--- config.mk ---
export PLATFORM = sky130hd
export DESIGN_NAME = bin2bcd_seq
export DESIGN_NICKNAME = d
export VERILOG_FILES = /design/src/rtl/bin2bcd_pkg.sv /design/src/rtl/bcd_digit_adj.sv /design/src/rtl/bin2bcd_seq.sv
export SDC_FILE = /design/constraint.sdc
export NUM_CORES = 1
export LEC_CHECK = 0
export CORE_MARGIN = 8
export CORE_UTILIZATION = 49
export DETAILED_ROUTE_END_ITERATION = 12
export HOLD_SLACK_MARGIN = 0.12
export PLACE_DENSITY = 0.76
export SYNTH_ARGS = -nofsm -noshare
export SYNTH_HDL_FRONTEND = slang
export SYNTH_SLANG_ARGS = --single-unit
--- constraint.sdc ---
create_clock -name clk -period 1.4 [get_ports clk]
set_input_delay 0.42 -clock clk [delete_from_list [all_inputs] [get_ports clk]]
set_output_delay 0.42 -clock clk [all_outputs]
set_load 0.01 [all_outputs]
--- src/rtl/bin2bcd_pkg.sv ---
// Shared definitions for the sequential binary-to-BCD converter:
// FSM encoding, add-3 adjust constants and the counter width helper.
package bin2bcd_pkg;

    typedef enum logic [1:0] {
        IDLE  = 2'd0,
        SHIFT = 2'd1,
        DONE  = 2'd2
    } state_t;

    localparam logic [3:0] BCD_ADJ_THRESH = 4'd5;
    localparam logic [3:0] BCD_ADJ_ADD    = 4'd3;

    // Bits needed to hold a shift count from WIDTH down to 0.
    function automatic int unsigned cnt_width(input int unsigned width);
        return $clog2(width + 1);
    endfunction

endpackage

--- src/rtl/bcd_digit_adj.sv ---
// Combinational double-dabble cell: a BCD nibble of 5 or more gets +3
// before the next left shift.
module bcd_digit_adj
    import bin2bcd_pkg::*;
(
    input  logic [3:0] din,
    output logic [3:0] dout
);

    always_comb begin
        dout = (din >= BCD_ADJ_THRESH) ? din + BCD_ADJ_ADD : din;
    end

endmodule

--- src/rtl/bin2bcd_seq.sv ---
// Sequential shift-add-3 binary-to-BCD converter, one bit per clock.
// Optional leading-zero blank mask: define BIN2BCD_LEADING_ZERO_BLANK_EN.
module bin2bcd_seq
    import bin2bcd_pkg::*;
#(
    parameter int unsigned WIDTH  = 8,
    parameter int unsigned DIGITS = 3
) (
    input  logic                  clk,
    input  logic                  clrn,
    input  logic                  start,
    input  logic [WIDTH-1:0]      bin,
    output logic                  busy,
    output logic                  done,
    output logic [4*DIGITS-1:0]   bcd,
    output logic                  ovf,
    output logic [DIGITS-1:0]     blank
);

    localparam int unsigned CW = cnt_width(WIDTH);
    localparam int unsigned BW = 4 * DIGITS;

    state_t              state, state_nxt;
    logic [WIDTH-1:0]    shift_reg, shift_nxt;
    logic [BW-1:0]       work_bcd, work_nxt, adj_bcd, bcd_nxt;
    logic [CW-1:0]       count, count_nxt;
    logic                acc, acc_nxt;
    logic                busy_nxt, done_nxt, ovf_nxt;
    logic [BW+WIDTH:0]   shifted;

    for (genvar k = 0; k < DIGITS; k++) begin : g_adj
        bcd_digit_adj u_adj (
            .din  (work_bcd[4*k +: 4]),
            .dout (adj_bcd[4*k +: 4])
        );
    end

    always_comb begin
        // Bit BW+WIDTH catches whatever falls off the top digit: any such bit
        // means the value needs more digits than we have.
        shifted   = {1'b0, adj_bcd, shift_reg} << 1;
        state_nxt = state;
        shift_nxt = shift_reg;
        work_nxt  = work_bcd;
        count_nxt = count;
        acc_nxt   = acc;
        bcd_nxt   = bcd;
        ovf_nxt   = ovf;
        done_nxt  = 1'b0;
        case (state)
            IDLE: begin
                if (start) begin
                    state_nxt = SHIFT;
                    shift_nxt = bin;
                    work_nxt  = '0;
                    acc_nxt   = 1'b0;
                    count_nxt = CW'(WIDTH);
                end
            end
            SHIFT: begin
                shift_nxt = shifted[WIDTH-1:0];
                work_nxt  = shifted[BW+WIDTH-1:WIDTH];
                acc_nxt   = acc | shifted[BW+WIDTH];
                count_nxt = count - CW'(1);
                if (count == CW'(1)) begin
                    state_nxt = DONE;
                end
            end
            DONE: begin
                bcd_nxt   = work_bcd;
                ovf_nxt   = acc;
                done_nxt  = 1'b1;
                state_nxt = IDLE;
            end
            default: state_nxt = IDLE;
        endcase
        busy_nxt = (state_nxt != IDLE);
    end

    always_ff @(posedge clk or negedge clrn) begin
        if (!clrn) begin
            state     <= IDLE;
            shift_reg <= '0;
            work_bcd  <= '0;
            count     <= '0;
            acc       <= 1'b0;
            busy      <= 1'b0;
            done      <= 1'b0;
            bcd       <= '0;
            ovf       <= 1'b0;
        end else begin
            state     <= state_nxt;
            shift_reg <= shift_nxt;
            work_bcd  <= work_nxt;
            count     <= count_nxt;
            acc       <= acc_nxt;
            busy      <= busy_nxt;
            done      <= done_nxt;
            bcd       <= bcd_nxt;
            ovf       <= ovf_nxt;
        end
    end

`ifdef BIN2BCD_LEADING_ZERO_BLANK_EN
    logic [DIGITS-1:0] blank_q, blank_nxt;
    logic              zero_above;

    // Walk down from the top digit; a digit blanks only while everything above
    // it is zero too. The units digit is always shown.
    always_comb begin
        blank_nxt  = blank_q;
        zero_above = 1'b1;
        if (state == DONE) begin
            blank_nxt = '0;
            for (int unsigned k = DIGITS - 1; k >= 1; k--) begin
                zero_above   = zero_above & (work_bcd[4*k +: 4] == 4'd0);
                blank_nxt[k] = zero_above & ~acc;
            end
        end
    end

    always_ff @(posedge clk or negedge clrn) begin
        if (!clrn) begin
            blank_q <= '0;
        end else begin
            blank_q <= blank_nxt;
        end
    end

    assign blank = blank_q;
`else
    assign blank = '0;
`endif

endmodule

### Routed metal, one colour a layer, run 1

Drawn at 8 px/um. Two of the layers only.
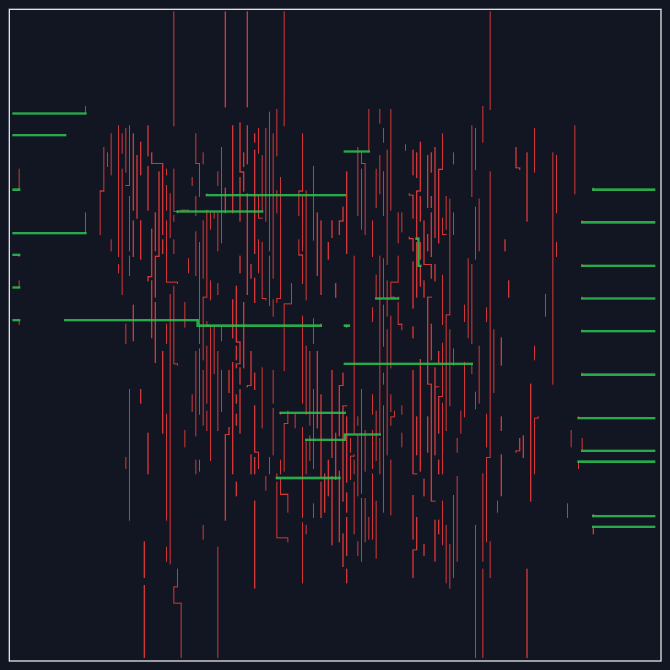
| colour | layer | wire length |
|---|---|---|
| green | met3 | 235 um |
| red | met2 | 2110 um |

### Congestion heat map, run 1

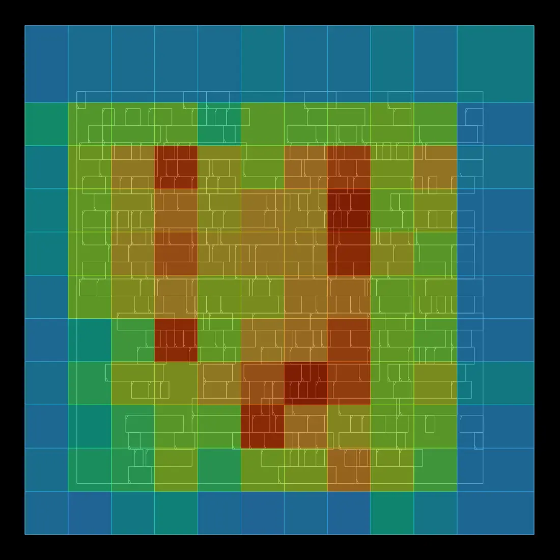
GR Util met1: 17.7%
fin util: 65.0%
Most Crowded Layer GR: met2
wire per inst: 14.7 um
gr usage total: 14.1%

==> flow_metrics.tcl, run 1 <==
# place-and-route summary
set metrics [dict create \
    synthTopCellsByArea "dfrtp_1 (50%), ha_1 (4.8%), o21ai_0 (4.6%), nand2_1 (3.8%), nor2b_1 (3.3%)" \
    fin_crit_sh_pct 98.3 \
    cts_resized 17 \
    die_w_um 81.3 \
    holdWs_ps 481 \
    syn_area_mm2 0.00209 \
    power_uw 5660 \
    ir_drop_uv 913 \
    htree_levels 2 \
    die_area_mm2 0.00661 \
    dp_cells 282 \
    die-height_um 81.3 \
    fin_cells 299 \
    post_cts_buffers 0 \
    synthAoiAreaFrac_pct 22.9 \
    core_area_mm2 0.00406 \
    synth_stat.cells 203 \
    p_switching_uw 2170 \
    grt_pass1_vias 1644 \
    lay_top_count "dfrtp_1" \
    initial_core_util_pct 51.5 \
    synth-edff-count 0 \
    comb_share_pct 35.1 \
    period_needed_ps 1380 \
    leakagePower_uw 0.00120 \
    row_count 23 \
    reg2reg_slack_ps 60 \
    dp_slack_ps -262 \
    root_buffer "clkbuf_8" \
    tapCellCount 50 \
    synth.cellmix.simpleShare_pct 11.1 \
    maxCapViolations 0 \
    n_all_buffers 50 \
    intPower_uw 3500 \
    cpMaxStageDelayCell "dfrtp_1" \
    status "completed" \
]
### Cell area per tile, run 1

Drawn at 3 px/um. The die is cut into 8 by 8 equal tiles; white is low, dark blue is high, 0 to 100% covered.
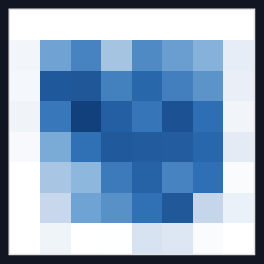
fullest tile: 94%
densest ninth of the die: centre
nearly empty tiles: 22%
tiles over 75% full: 20%
emptiest ninth of the die: lower left
mean over tiles: 39%

### Clock wires, drivers and flops, run 1

Drawn at 8 px/um.
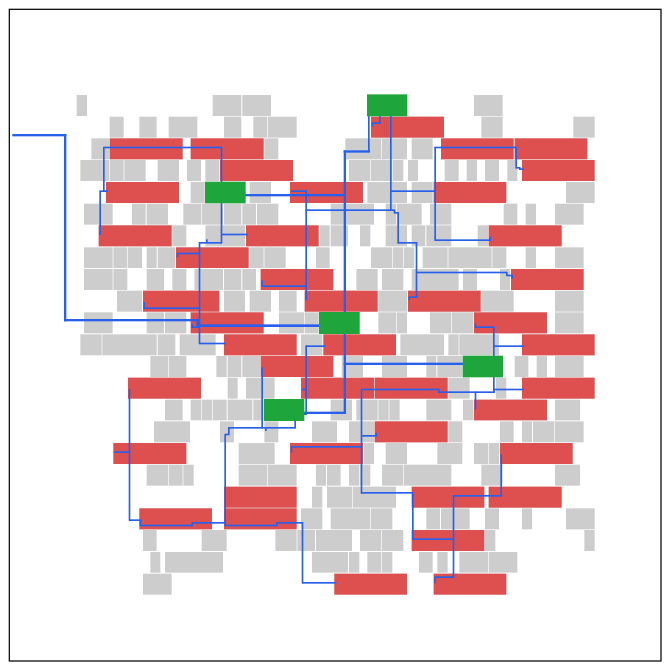

--- run 2 (diff from run 1) ---
- CORE_MARGIN: 8 -> not set
### Clock wires, drivers and flops, run 2

Drawn at 8 px/um.
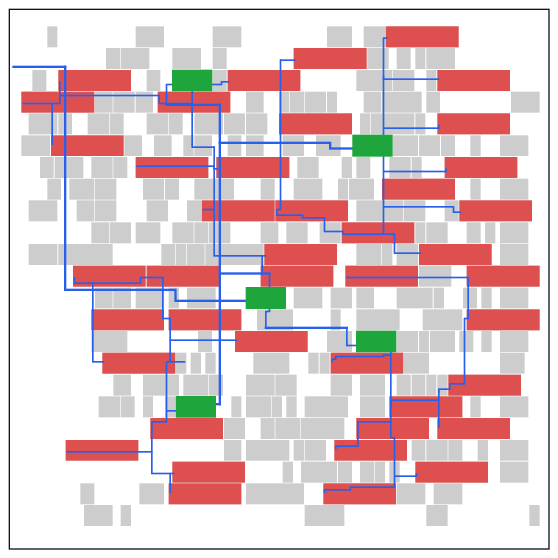
[blue] clock wires | length: 516 um
[green] cells driving clock nets | count: 5
[red] flip-flops | count: 42
flops lie: all over the die
routed clock nets: 6

==> run 2 against run 1 <==
Compared with the run above: via count up 0.24%; maximum frequency up 2.5%; die area is 31% lower; critical path type unchanged; area after synthesis stayed put; final cell count shrank 0.33%; first-iteration DRC count fell by 49%; sequential power is essentially flat; critical path depth unchanged; sequential share of layout area fell by 0.10 points; critical endpoint is now done.
==> flow_metrics.tcl, run 2 <==
# place-and-route summary
set metrics [dict create \
    synth_stat.cells 203 \
    synth-edff-count 0 \
    holdWs_ps 479 \
    die_w_um 67.3 \
    final_util_pct 65.1 \
    row_count 23 \
    dp_cells 286 \
    grt_pass1_vias 1557 \
    comb_share_pct 35.5 \
    syn_area_mm2 0.00209 \
    fin_cells 298 \
    reg2reg_slack_ps 70 \
    seq_cell_power_uw 2050 \
    n_all_buffers 49 \
    die-height_um 67.3 \
    cts_resized 17 \
    grt_max_degree 25 \
    intPower_uw 3430 \
    synthTopCellsByArea "dfrtp_1 (50%), ha_1 (4.8%), o21ai_0 (4.6%), nand2_1 (3.8%), nor2b_1 (3.3%)" \
    maxCapViolations 0 \
    critPathLaunch "done" \
    dp_slack_ps -241 \
    root_buffer "clkbuf_8" \
    synth.cellmix.simpleShare_pct 11.1 \
    ios 29 \
    htree_levels 2 \
    fin_crit_sh_pct 95.9 \
    clockBufferDepth 2 \
    status "completed" \
    initial_core_util_pct 51.5 \
    die_area_mm2 0.00453 \
    post_cts_buffers 1 \
    p_switching_uw 2120 \
    period_needed_ps 1340 \
    synthAoiAreaFrac_pct 22.9 \
    grt_use_met1_pct 26.9 \
    cpMaxStageDelayCell "dfrtp_1" \
    drc 0 \
]
### Routed metal, one colour a layer, run 2

Drawn at 8 px/um. Two of the layers only.
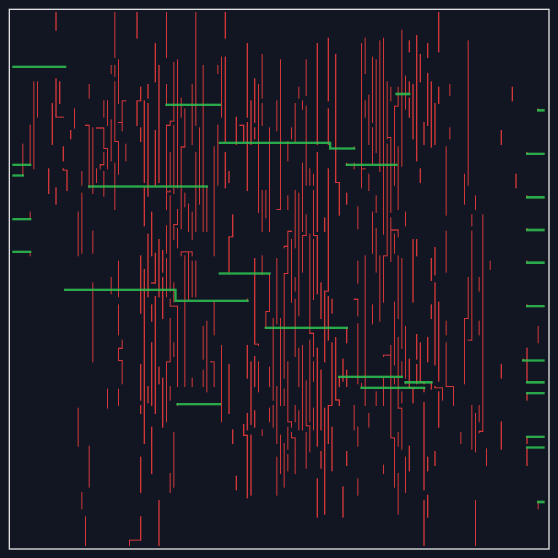
| colour | layer | wire length |
|---|---|---|
| red | met2 | 2000 um |
| green | met3 | 148 um |
final wirelength: 4.19 mm
gr usage total: 21.2%
wire per inst: 14.1 um

Power figures rest on the tool's default switching activity, not on a simulated workload.
